--- config.mk ---
export PLATFORM = sky130hd
export DESIGN_NAME = spi_digit_cmd
export DESIGN_NICKNAME = d
export VERILOG_FILES = /design/src/rtl/spi_digit_cmd.sv
export SDC_FILE = /design/constraint.sdc
export NUM_CORES = 1
export LEC_CHECK = 0
export CAP_MARGIN = 20
export CELL_PAD_IN_SITES_DETAIL_PLACEMENT = 0
export CELL_PAD_IN_SITES_GLOBAL_PLACEMENT = 1
export CORE_MARGIN = 1.5
export CORE_UTILIZATION = 40
export CTS_BUF_LIST = sky130_fd_sc_hd__clkbuf_8
export DETAILED_ROUTE_END_ITERATION = 6
export HOLD_SLACK_MARGIN = 0.06
export PLACE_DENSITY_LB_ADDON = 0.05
export SKIP_CTS_REPAIR_TIMING = 1
export SYNTH_ARGS = -nofsm -noshare
export SYNTH_HDL_FRONTEND = slang
export SYNTH_SLANG_ARGS = --single-unit
--- constraint.sdc ---
create_clock -name clk -period 2.4 [get_ports clk]
set_input_delay 0.48 -clock clk [delete_from_list [all_inputs] [get_ports clk]]
set_output_delay 0.48 -clock clk [all_outputs]
set_load 0.01 [all_outputs]
--- src/rtl/spi_digit_cmd.sv ---
// Byte-stream command decoder feeding a 4-digit 7-segment display.
// Define SPI_DIGIT_CMD_TIMEOUT_EN to abort stalled multi-byte commands after TIMEOUT_CYCLES.
module spi_digit_cmd #(
  parameter int unsigned TIMEOUT_CYCLES = 1_000_000,
  parameter int unsigned ERR_W          = 8
) (
  input  logic             clk,
  input  logic             reset,
  input  logic             rx_valid,
  input  logic [7:0]       rx_data,
  input  logic             cs_n,
  output logic [3:0]       digit0,
  output logic [3:0]       digit1,
  output logic [3:0]       digit2,
  output logic [3:0]       digit3,
  output logic [1:0]       colon,
  output logic             update,
  output logic             busy,
  output logic [ERR_W-1:0] err_count
);

  typedef enum logic [1:0] {IDLE, WAIT_ONE, WAIT_LO, WAIT_HI} state_t;

  state_t           r_state, w_state_nxt;
  logic [15:0]      r_digits, w_digits_nxt;
  logic [1:0]       r_colon, w_colon_nxt;
  logic             r_update, w_update_nxt;
  logic [ERR_W-1:0] r_err, w_err_nxt;
  logic [1:0]       r_idx, w_idx_nxt;
  logic [7:0]       r_hold, w_hold_nxt;
  logic             r_cs_n_d;
  logic             w_cs_rise;
  logic             w_tmo_hit;
  logic             w_err_inc;

  assign w_cs_rise = cs_n & ~r_cs_n_d;

`ifdef SPI_DIGIT_CMD_TIMEOUT_EN
  localparam int unsigned TW = $clog2(TIMEOUT_CYCLES + 1);
  logic [TW-1:0] r_tmo;

  // Hit on the edge where the counter would reach zero, unless a byte arrives.
  assign w_tmo_hit = (r_state != IDLE) && !rx_valid && (r_tmo == TW'(1));

  always_ff @(posedge clk or posedge reset) begin
    if (reset) begin
      r_tmo <= '0;
    end else if (rx_valid) begin
      r_tmo <= TW'(TIMEOUT_CYCLES);
    end else if (r_state != IDLE && r_tmo != '0) begin
      r_tmo <= r_tmo - 1'b1;
    end
  end
`else
  assign w_tmo_hit = 1'b0;
`endif

  always_comb begin
    w_state_nxt  = r_state;
    w_digits_nxt = r_digits;
    w_colon_nxt  = r_colon;
    w_update_nxt = 1'b0;
    w_idx_nxt    = r_idx;
    w_hold_nxt   = r_hold;
    w_err_inc    = 1'b0;

    if (rx_valid) begin
      case (r_state)
        IDLE: begin
          case (rx_data[7:4])
            4'h0: ;
            4'h1: begin
              w_idx_nxt   = rx_data[1:0];
              w_state_nxt = WAIT_ONE;
            end
            4'h2: w_state_nxt = WAIT_LO;
            4'h3: begin
              w_colon_nxt  = rx_data[1:0];
              w_update_nxt = 1'b1;
            end
            4'h4: begin
              w_digits_nxt = r_digits + 16'd1;
              w_update_nxt = 1'b1;
            end
            4'h5: begin
              w_digits_nxt = '0;
              w_colon_nxt  = '1;
              w_update_nxt = 1'b1;
            end
            default: w_err_inc = 1'b1;
          endcase
        end
        WAIT_ONE: begin
          w_digits_nxt[{r_idx, 2'b00} +: 4] = rx_data[3:0];
          w_update_nxt = 1'b1;
          w_state_nxt  = IDLE;
        end
        WAIT_LO: begin
          w_hold_nxt  = rx_data;
          w_state_nxt = WAIT_HI;
        end
        WAIT_HI: begin
          w_digits_nxt = {rx_data, r_hold};
          w_update_nxt = 1'b1;
          w_state_nxt  = IDLE;
        end
        default: w_state_nxt = IDLE;
      endcase
    end

    // Abort is judged after the byte of this cycle has been applied.
    if (w_state_nxt != IDLE && (w_cs_rise || w_tmo_hit)) begin
      w_state_nxt = IDLE;
      w_hold_nxt  = '0;
      w_err_inc   = 1'b1;
    end

    w_err_nxt = (w_err_inc && r_err != '1) ? r_err + 1'b1 : r_err;
  end

  always_ff @(posedge clk or posedge reset) begin
    if (reset) begin
      r_state  <= IDLE;
      r_digits <= '0;
      r_colon  <= '1;
      r_update <= 1'b0;
      r_err    <= '0;
      r_idx    <= '0;
      r_hold   <= '0;
      r_cs_n_d <= 1'b1;
    end else begin
      r_state  <= w_state_nxt;
      r_digits <= w_digits_nxt;
      r_colon  <= w_colon_nxt;
      r_update <= w_update_nxt;
      r_err    <= w_err_nxt;
      r_idx    <= w_idx_nxt;
      r_hold   <= w_hold_nxt;
      r_cs_n_d <= cs_n;
    end
  end

  assign digit0    = r_digits[3:0];
  assign digit1    = r_digits[7:4];
  assign digit2    = r_digits[11:8];
  assign digit3    = r_digits[15:12];
  assign colon     = r_colon;
  assign update    = r_update;
  assign busy      = (r_state != IDLE);
  assign err_count = r_err;

endmodule

Figure 1. Gate-type map (run 1).
Scale bar: 20 um.
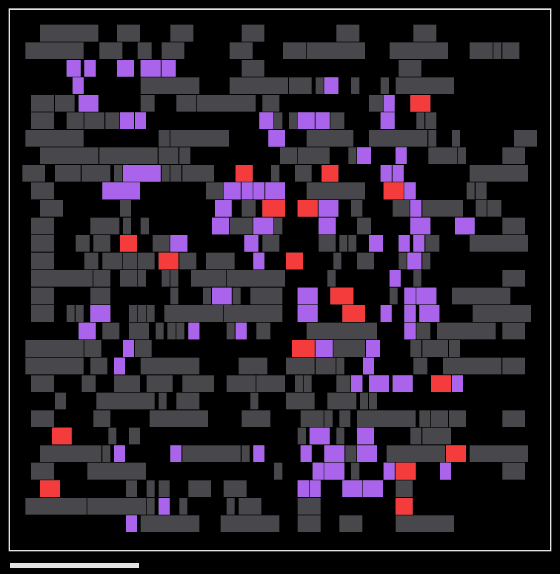
| color | family | cells |
|---|---|---|
| red | non-inverting ao/oa cells | 18 |
| purple | aoi and oai cells | 83 |

Figure 2. Pin map (run 1).
Pins as bars across the die edge, other pins in gray.
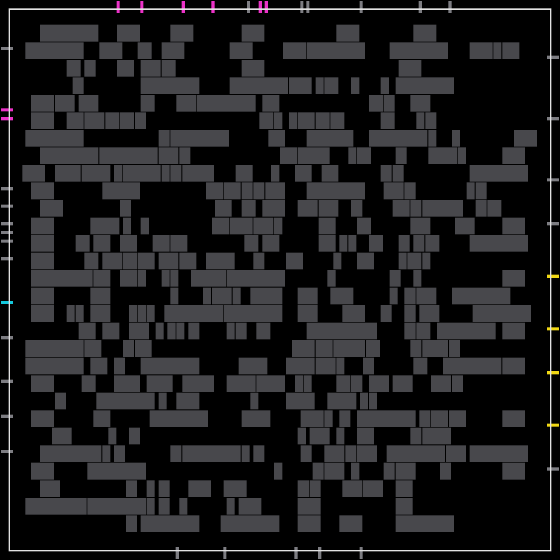
| color | port | pins | direction | edge |
|---|---|---|---|---|
| magenta | err_count | 8 | output | 6 north, 2 west |
| yellow | digit1 | 4 | output | east |
| cyan | rx_valid | 1 | input | west |
all pins by edge: 14 west, 12 north, 9 east, 5 south
overall die width: 83.8 um
# port buffers: 39
floorplan die height: 83.8 um

==> metrics.sh, run 1 <==
RUN_STATUS='finished clean'
POSTSYNTHREGISTERBITS=40
H-TREE-DEPTH=2
GRT-BUSIEST-LAYER='met2'
NUMSEQUENTIALCELLS=40
POWER_LEADER='sequential cells'
NUMBER_OF_SETUP_VIOLATIONS_IN_THE_FINAL_REPORT=0
SYNTH.CELL_AREA_UM2=2610
FIN_TNS_SETUP_NS=0
ANTENNA_CELLS=0
SLEW_HEADROOM_PCT=50.0
FINAL_SETUP_MARGIN_NS=0.303
POST-ROUTE-PERIOD-UTIL_PCT=87.4
TOTAL_OF_FILL_CELLS_IN_THE_FINISHED_DESIGN=638
GLOBAL_ROUTE.USAGE.MET1_PCT=31.1
WORSTPATHREQUIRED_NS=2.55
FINAL_CELL_AREA_UM2=3270
POWER.CLOCK.FRACTION_PCT=20.5
CP_MAX_FO=9
AREA.SHARE.SEQUENTIAL_PCT=30.8
SYNTH.CELLMIX.COMPOUNDSHARE_PCT=27.4
FINAL_LAYOUT_TOP_LOGIC_CELLS='39 x sky130_fd_sc_hd__clkdlybuf4s50_1, 37 x sky130_fd_sc_hd__dfrtp_1, 24 x sky130_fd_sc_hd__nor2_1'
CLKBUF_COUNT=5
SW_FRAC_OF_TOTAL_PCT=36.8
SYNTH-XOR-AREA-SHARE_PCT=1.68
SYNTH.YOSYS.NUM_CELLS=287
CLK_SHARE_PCT=3.41
MET3_USAGE_PCT=4.55
POWER.SEQUENTIAL.FRACTION_PCT=41.9
FRACTION_OF_FINAL_LAYOUT_CELLS_WITH_DRIVE_STRENGTH_GREATER_THAN_1_PCT=14.6
NUM_TAP_CELLS=77
CLK_PIN_SLEW_NS=0.09
ANTENNA_FOUND_INITIAL=0
KIND_OF_PATH_BEHIND_THE_TIGHTEST_HOLD_CHECK='flip-flop to flip-flop'
WORSTSETUPPATHTYPE='flip-flop to flip-flop'
ROOT_BUFFER='sky130_fd_sc_hd__clkbuf_8'
SYN2LAYOUT_AREA_GROWTH_PCT=24.9
TIMING_WORST_SLEW_PIN_VALUE_NS=0.745
SYN_AREA_PER_CELL_UM2=9.11
FLOORPLAN.NETS=306
COMB-CELL-SHARE_PCT=44.7
ROUTE.DETAILED.DRC=0
PLACEMENTROWS=29
FINAL-INSTANCE-COUNT-EXCL-FILL=413
SETUP.WORST_PATH.END_CLASS='flip-flop'
TIMING_MAX_TRANSITION_VIOLATIONS_FINAL=0
POST_DETAILED_PLACEMENT_CELL_AREA_UM2=3150
WORST_HOLD_PATH.NUM_CELLS=1
COUNT_OF_WARNING_MESSAGES_EMITTED_BY_THE_TOOLS=30
YS_SH_ADDER_PCT=3.35
INVERTERS=13
REG2REG_DEPTH=7
CLKLATENCYLATEPIN_NS=0.30
Figure 3. Signal wires by layer (run 1).
Only two layers are drawn.
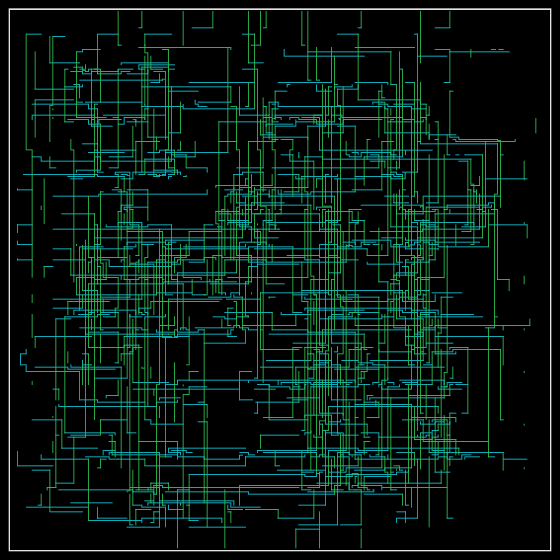
| color | layer | wire length |
|---|---|---|
| green | M2 | 3480 um |
| cyan | M1 | 3400 um |

## Run 2: what changed since run 1
- GPL_TIMING_DRIVEN: unset -> 0
Figure 4. Sequential cells colored by netlist name (run 2).
Scale bar: 20 um. Other sequential cells in the stronger gray, the rest of the logic in the fainter gray.
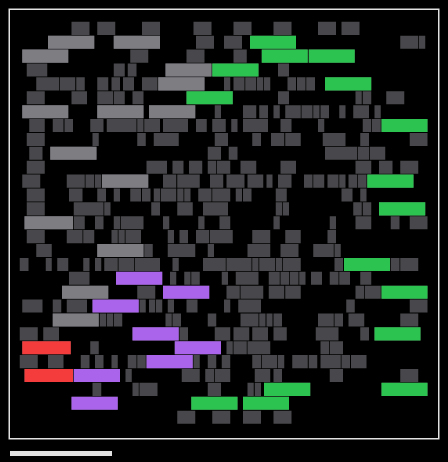
| color | netlist name | placed flops |
|---|---|---|
| purple | r_hold | 8 |
| red | colon | 2 |
| green | r_digits | 16 |

==> metrics.sh, run 2 <==
RUN_STATUS='finished clean'
FINAL_SETUP_MARGIN_NS=0.129
FIN_TNS_SETUP_NS=0
WL_MET3_UM=346
IO_BUFFER_COUNT=36
ROOT_BUFFER='sky130_fd_sc_hd__clkbuf_8'
COUNT_OF_WARNING_MESSAGES_EMITTED_BY_THE_TOOLS=30
NUM_TAP_CELLS=77
SYN_AREA_PER_CELL_UM2=9.11
MET3_USAGE_PCT=3.56
POSTSYNTHREGISTERBITS=40
YOSYS.STAT.CHIPAREA_UM2=2610
CLK_SHARE_PCT=3.08
GLOBAL_ROUTE.USAGE.MET1_PCT=30.9
H-TREE-DEPTH=2
SYN2LAYOUT_AREA_GROWTH_PCT=21.2
SYNTH.YOSYS.NUM_CELLS=287
FLOORPLAN_DIE_HEIGHT_UM=83.8
POWER.CLOCK.FRACTION_PCT=18.3
POWER.SEQUENTIAL.FRACTION_PCT=42.4
FP_UTIL_PCT=41.4
INVERTERS=13
FF_TYPE='sky130_fd_sc_hd__dfrtp_1'
POST-ROUTE-PERIOD-UTIL_PCT=94.6
SYNTH.CELLMIX.COMPOUNDSHARE_PCT=27.4
SLEW_HEADROOM_PCT=42.0
WORST_HOLD_PATH.NUM_CELLS=3
SW_FRAC_OF_TOTAL_PCT=38.0
FLOORPLAN.NETS=306
CRIT_PATH_CAPTURE='err_count[3]$_DFFE_PP0P_'
ROUTE.DETAILED.DRC=0
CLKBUF_COUNT=6
AREA.COMBINATIONAL_UM2=1460
PLACEMENTROWS=29
TIMING_MAX_TRANSITION_VIOLATIONS_FINAL=0
FINISH.NET_COUNT=349
NUMSEQUENTIALCELLS=40
SYNTH-XOR-AREA-SHARE_PCT=1.68
CP_MAX_FO=10
POWER_PER_CELL_AREA_nW_PER_UM2=849
CLKLATENCYLATEPIN_NS=0.30
TIMING_WORST_SLEW_PIN_VALUE_NS=0.864
CRITPATHARRIVALTIME_NS=2.44
ANTENNA_CELLS=0
FINAL_CELL_AREA_UM2=3170
SETUP.WORST_PATH.END_CLASS='flip-flop'
SYNTH.CELL_AREA_UM2=2610
POWER_LEADER='sequential cells'
REG2REG_DEPTH=7
ANTENNA_FOUND_INITIAL=0
MI_COMB_COUNT=217
FRACTION_OF_FINAL_LAYOUT_CELLS_WITH_DRIVE_STRENGTH_GREATER_THAN_1_PCT=13.3
FINAL_LAYOUT_TOP_LOGIC_CELLS='37 x sky130_fd_sc_hd__dfrtp_1, 36 x sky130_fd_sc_hd__clkdlybuf4s50_1, 24 x sky130_fd_sc_hd__nor2_1'
AREA.SHARE.SEQUENTIAL_PCT=31.7
PLACED_CELLS=400
YS_SH_ADDER_PCT=3.35
CLK_PIN_SLEW_NS=0.09
WORSTPATHREQUIRED_NS=2.57
DIE_WIDTH_UM=83.8
WIRE_PER_INST_UM=18.2
COMB-CELL-SHARE_PCT=46.1
TOTAL_OF_FILL_CELLS_IN_THE_FINISHED_DESIGN=625
FINAL-INSTANCE-COUNT-EXCL-FILL=408
LARGEST-REGISTER='r_digits'
KIND_OF_PATH_BEHIND_THE_TIGHTEST_HOLD_CHECK='input pin to flip-flop'
POST_DETAILED_PLACEMENT_CELL_AREA_UM2=3070
NUMBER_OF_SETUP_VIOLATIONS_IN_THE_FINAL_REPORT=0
GPL.FINAL_WEIGHTED_CONGESTION=0.838
## Run 3: what changed since run 2
- CORE_UTILIZATION: 40 -> 35
Figure 5. Sequential cells colored by netlist name (run 3).
Scale bar: 20 um. Other sequential cells in the stronger gray, the rest of the logic in the fainter gray.
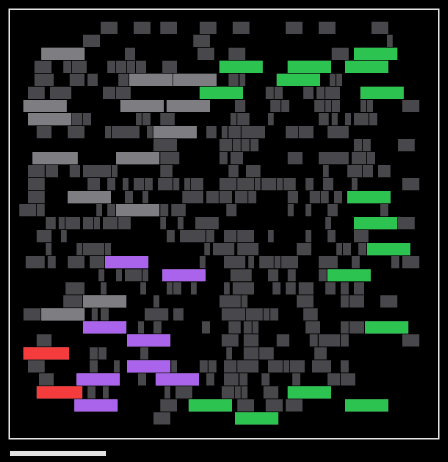
| color | netlist name | placed flops |
|---|---|---|
| purple | r_hold | 8 |
| green | r_digits | 16 |
| red | colon | 2 |
not colored: 14

==> metrics.sh, run 3 <==
INVERTERS=13
FINAL_LAYOUT_TOP_LOGIC_CELLS='37 x sky130_fd_sc_hd__dfrtp_1, 36 x sky130_fd_sc_hd__clkdlybuf4s50_1, 24 x sky130_fd_sc_hd__nor2_1'
IO_BUFFER_COUNT=36
POST_DETAILED_PLACEMENT_CELL_AREA_UM2=3100
POST-ROUTE-PERIOD-UTIL_PCT=91.9
FINAL_SETUP_MARGIN_NS=0.194
AREA.SHARE.SEQUENTIAL_PCT=31.6
TIMING_MAX_TRANSITION_VIOLATIONS_FINAL=0
SW_FRAC_OF_TOTAL_PCT=38.5
NUMBER_OF_SETUP_VIOLATIONS_IN_THE_FINAL_REPORT=0
ANTENNA_CELLS=0
POWER.CLOCK.FRACTION_PCT=17.1
GLOBAL_ROUTE.USAGE.MET1_PCT=29.9
ANTENNA_FOUND_INITIAL=0
FLOORPLAN.NETS=306
WL_MET3_UM=318
ROUTE.DETAILED.DRC=0
PLACEMENTROWS=31
COMB-CELL-SHARE_PCT=45.8
DIE_WIDTH_UM=89.4
LARGEST-REGISTER='r_digits'
PLACED_CELLS=422
TIMING_WORST_SLEW_PIN_VALUE_NS=0.854
POSTSYNTHREGISTERBITS=40
GRT-BUSIEST-LAYER='met2'
POWER.SEQUENTIAL.FRACTION_PCT=43.0
YOSYS.STAT.CHIPAREA_UM2=2610
AREA.COMBINATIONAL_UM2=1460
POWER_PER_CELL_AREA_nW_PER_UM2=835
NUM_TAP_CELLS=99
GPL.FINAL_WEIGHTED_CONGESTION=0.825
RUN_STATUS='finished clean'
WORST_HOLD_PATH.NUM_CELLS=3
CLKLATENCYLATEPIN_NS=0.30
FF_TYPE='sky130_fd_sc_hd__dfrtp_1'
SYN_AREA_PER_CELL_UM2=9.11
MET3_USAGE_PCT=3.32
CP_MAX_FO=10
KIND_OF_PATH_BEHIND_THE_TIGHTEST_HOLD_CHECK='input pin to flip-flop'

==> gallery <==
The clock network.
image #1
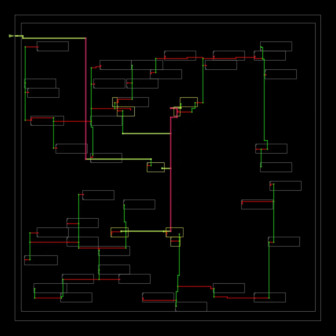
image #2
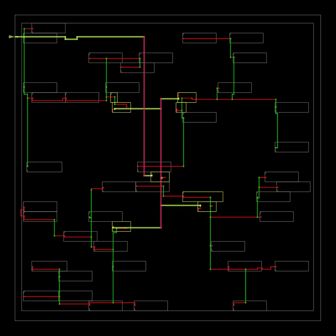
run 1 -> image #2
run 3 -> image #1

